[src/rtl/ex_commit_stage.sv]
// ex_commit_stage
// Purpose:
//   Single-entry commit buffer between the ALU and writeback. It evaluates
//   each instruction's execute condition against speculative flags at accept
//   time. It holds the result for one writeback handshake and updates the
//   architectural C/Z flags only when an executed entry retires.
//
// Ports:
//   clk, reset            clock and synchronous active-high reset
//   in_valid / in_ready   input handshake (in_ready is combinational)
//   alu_out, alu_zero,
//   alu_carry             ALU result and flags
//   cond                  00 always, 01 if C, 10 if Z, 11 never
//   wr_c, wr_z            instruction writes C / Z when executed
//   rd_addr               destination register
//   flush                 drop the held entry, roll speculative flags back
//   out_valid / out_ready output handshake
//   out_result, out_rd,
//   out_wen               held entry (out_wen=1 means it executed)
//   flag_c, flag_z        architectural flags
//
// Optional feature (macro EX_COMMIT_PERF_EN):
//   perf_exec, perf_squash  saturating counts of retired entries with
//                           out_wen=1 / out_wen=0. Reset clears them;
//                           flush does not.
module ex_commit_stage (
  input  logic        clk,
  input  logic        reset,
  input  logic        in_valid,
  output logic        in_ready,
  input  logic [15:0] alu_out,
  input  logic        alu_zero,
  input  logic        alu_carry,
  input  logic [1:0]  cond,
  input  logic        wr_c,
  input  logic        wr_z,
  input  logic [2:0]  rd_addr,
  input  logic        flush,
  output logic        out_valid,
  input  logic        out_ready,
  output logic [15:0] out_result,
  output logic [2:0]  out_rd,
  output logic        out_wen,
  output logic        flag_c,
  output logic        flag_z
`ifdef EX_COMMIT_PERF_EN
  ,
  output logic [15:0] perf_exec,
  output logic [15:0] perf_squash
`endif
);

  typedef enum logic {
    EMPTY = 1'b0,
    FULL  = 1'b1
  } state_t;

  state_t state;
  state_t state_next;

  logic accept;
  logic handshake;
  logic exec;

  // Speculative flags reflect every accepted, executed instruction, so a
  // dependent conditional right behind it sees the new value with no bubble.
  logic spec_c;
  logic spec_z;

  // Flag payload of the held entry; the set bits are already qualified by exec.
  logic held_c;
  logic held_z;
  logic held_set_c;
  logic held_set_z;

  assign out_valid = (state == FULL);

  always_ff @(posedge clk) begin
    if (reset) begin
      state <= EMPTY;
    end else begin
      state <= state_next;
    end
  end

  // Flush wins over everything: it blocks both the accept and the retire.
  always_comb begin
    state_next = state;
    in_ready   = 1'b0;
    handshake  = 1'b0;
    accept     = 1'b0;
    exec       = 1'b0;

    unique case (cond)
      2'b00:   exec = 1'b1;
      2'b01:   exec = spec_c;
      2'b10:   exec = spec_z;
      default: exec = 1'b0;
    endcase

    if (flush) begin
      state_next = EMPTY;
    end else begin
      in_ready  = (state == EMPTY) || out_ready;
      handshake = (state == FULL) && out_ready;
      accept    = in_valid && in_ready;
      if (accept) begin
        state_next = FULL;
      end else if (handshake) begin
        state_next = EMPTY;
      end
    end
  end

  // Payload loads only on accept, so it stays stable while stalled.
  always_ff @(posedge clk) begin
    if (reset) begin
      out_result <= 16'h0000;
      out_rd     <= 3'd0;
      out_wen    <= 1'b0;
      held_c     <= 1'b0;
      held_z     <= 1'b0;
      held_set_c <= 1'b0;
      held_set_z <= 1'b0;
    end else if (accept) begin
      out_result <= alu_out;
      out_rd     <= rd_addr;
      out_wen    <= exec;
      held_c     <= alu_carry;
      held_z     <= alu_zero;
      held_set_c <= wr_c && exec;
      held_set_z <= wr_z && exec;
    end
  end

  always_ff @(posedge clk) begin
    if (reset) begin
      spec_c <= 1'b0;
      spec_z <= 1'b0;
    end else if (flush) begin
      spec_c <= flag_c;
      spec_z <= flag_z;
    end else if (accept && exec) begin
      if (wr_c) begin
        spec_c <= alu_carry;
      end
      if (wr_z) begin
        spec_z <= alu_zero;
      end
    end
  end

  always_ff @(posedge clk) begin
    if (reset) begin
      flag_c <= 1'b0;
      flag_z <= 1'b0;
    end else if (handshake && out_wen) begin
      if (held_set_c) begin
        flag_c <= held_c;
      end
      if (held_set_z) begin
        flag_z <= held_z;
      end
    end
  end

`ifdef EX_COMMIT_PERF_EN
  always_ff @(posedge clk) begin
    if (reset) begin
      perf_exec   <= 16'h0000;
      perf_squash <= 16'h0000;
    end else if (handshake) begin
      if (out_wen) begin
        if (perf_exec != 16'hFFFF) begin
          perf_exec <= perf_exec + 16'd1;
        end
      end else begin
        if (perf_squash != 16'hFFFF) begin
          perf_squash <= perf_squash + 16'd1;
        end
      end
    end
  end
`endif

endmodule

[config.mk]
export PLATFORM = sky130hd
export DESIGN_NAME = ex_commit_stage
export DESIGN_NICKNAME = d
export VERILOG_FILES = /design/src/rtl/ex_commit_stage.sv
export SDC_FILE = /design/constraint.sdc
export NUM_CORES = 1
export LEC_CHECK = 0
export ABC_AREA = 1
export CELL_PAD_IN_SITES_DETAIL_PLACEMENT = 1
export CELL_PAD_IN_SITES_GLOBAL_PLACEMENT = 2
export CORE_AREA = 2 2 77 79
export DETAILED_ROUTE_END_ITERATION = 10
export DIE_AREA = 0 0 79 81
export MAX_ROUTING_LAYER = met4
export PLACE_DENSITY_LB_ADDON = 0.1
export SYNTH_ARGS = -nofsm -noshare
export SYNTH_HDL_FRONTEND = slang
export SYNTH_SLANG_ARGS = --single-unit
[constraint.sdc]
create_clock -name clk -period 1.4 [get_ports clk]
set_input_delay 0.35 -clock clk [delete_from_list [all_inputs] [get_ports clk]]
set_output_delay 0.35 -clock clk [all_outputs]
set_load 0.05 [all_outputs]
run_1/metal_stack.png
Only two layers are drawn.
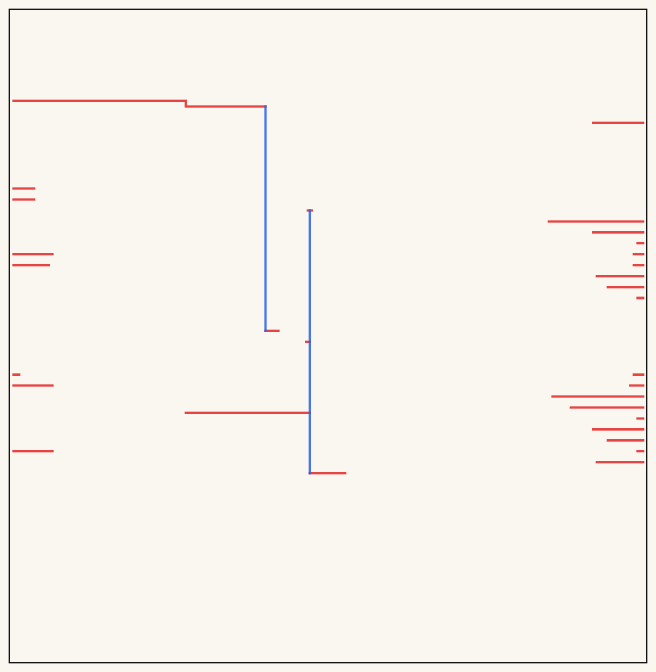
layer	colour	wire length
met4	blue	60.5 µm
met3	red	157 µm

run_1/pins.png
Pins as bars across the die edge, other pins in grey.
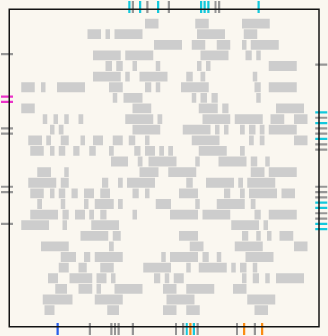
port	colour	pins	direction	edge
alu_out	cyan	16	input	7 north, 7 east, 2 south
out_rd	orange	3	output	south
flush	blue	1	input	south
cond	magenta	2	input	west
all pins by edge	18 east, 16 south, 12 north, 8 west

run_1/registers.png
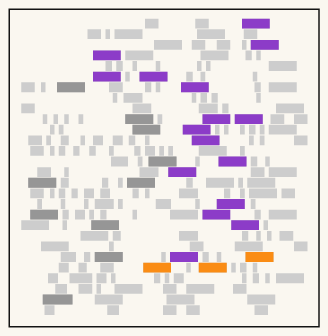
netlist name	colour	flops
out_rd	orange	3
out_result	purple	16
not coloured	10

==> summary.txt, run 1 <==
flow finished, numbers: CP Capture Type=output pin, HP Start=held_c, flip-flops=29, Comb. pwr=0.450 mW, Max-slew headroom=77.87%, cell count after synthesis=146, outcome=finished clean, most frequent cell after synthesis=nand2_1, routing usage on met2=19.83%, Largest cell class=non-clock buffers, FF-to-FF Start=out_valid, gr ovfl total=0, DRT Pass-1 Iters=4, largest net degree at the start of global routing=25, clock network area share=4.693%, TritonCTS clock tree=built, Post CTS Setup Buffer Count=0, total sequential power=0.896 mW, Yosys reg bits=29, Data buffer area share=40.15%, clock share of power=36.2%, # Taps=75, area share, top type=50.82%, hpwl dp=2767 µm, ant diodes=0, die width=79 µm, placed cell count=277, Crit path max-delay family=buffers and inverters, Cell Int Power=1.537 mW, worst flop-to-flop path endpoint=held_set_z, fin cells=285, final wirelength=3539 µm, CP Max Fanout=4, CP max stage cell=dlygate4sd2_1, Reg area=581.8 µm², Vias/cell=4.105, Yosys warning count=0, DRC viols=0, Critical path origin=flush, TritonCTS buffer count=5, top_reg_cell synth=dfxtp_1, Async SR Flop Fraction=0%, post-synthesis xor/xnor area fraction=0%, Adder Share, Synth=0%, Setup-failing EPs final=0, number of global-route vias before repair=1204, max reg flops=16, met3 usage=3.556%, die height=81 µm
==> inputs of run 2 (changes only) <==
--- a/config.mk
+++ b/config.mk
@@ -11,6 +11,7 @@
 export CORE_AREA = 2 2 77 79
 export DETAILED_ROUTE_END_ITERATION = 10
 export DIE_AREA = 0 0 79 81
+export HOLD_SLACK_MARGIN = 0.05
 export MAX_ROUTING_LAYER = met4
 export PLACE_DENSITY_LB_ADDON = 0.1
 export SYNTH_ARGS = -nofsm -noshare
==> constraint.sdc (replaced) <==
create_clock -name clk -period 1.33 [get_ports clk]
set_input_delay 0.3325 -clock clk [delete_from_list [all_inputs] [get_ports clk]]
set_output_delay 0.3325 -clock clk [all_outputs]
set_load 0.05 [all_outputs]
run_2/pins.png
Pins as bars across the die edge, other pins in grey.
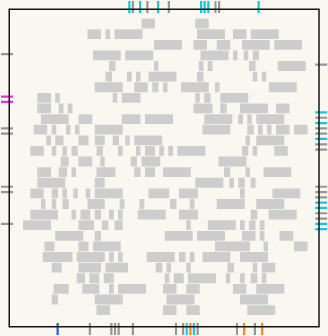
port	colour	pins	direction	edge
flush	blue	1	input	south
out_rd	orange	3	output	south
cond	magenta	2	input	west
alu_out	cyan	16	input	7 north, 7 east, 2 south

==> run 2 against run 1 <==
Net effect: worst hold slack got worse by 0.10 ns; sequential share of layout area fell by 0.80 points; clock power rose by 4.5%; count of clock-buffer cells in the layout did not move; synthesized cell count did not move; utilization rose by 1.2 points; sequential power rose by 5.2%; combinational power rose by about 10%; critical path type unchanged.
==> summary.txt, run 2 <==
flow finished, numbers: Yosys warning count=0, DRT Pass-1 Iters=4, placed cell count=277, Post CTS Setup Buffer Count=0, area share, top type=50.82%, die width=79 µm, Yosys reg bits=29, hpwl dp=2616 µm, Adder Share, Synth=0%, outcome=finished clean, final wirelength=3488 µm, Critical path origin=out_ready, post-synthesis xor/xnor area fraction=0%, gr ovfl total=0, Reg area=581.8 µm², Crit path max-delay family=buffers and inverters, clock share of power=35.6%, ant diodes=0, met3 usage=3.444%, CP Max Fanout=3, # Taps=75, HP Start=flush, TritonCTS buffer count=5, die height=81 µm, worst flop-to-flop path endpoint=held_z, Cell Int Power=1.632 mW, flip-flops=29
No activity file was given, so power comes from the tool's default toggle rates.
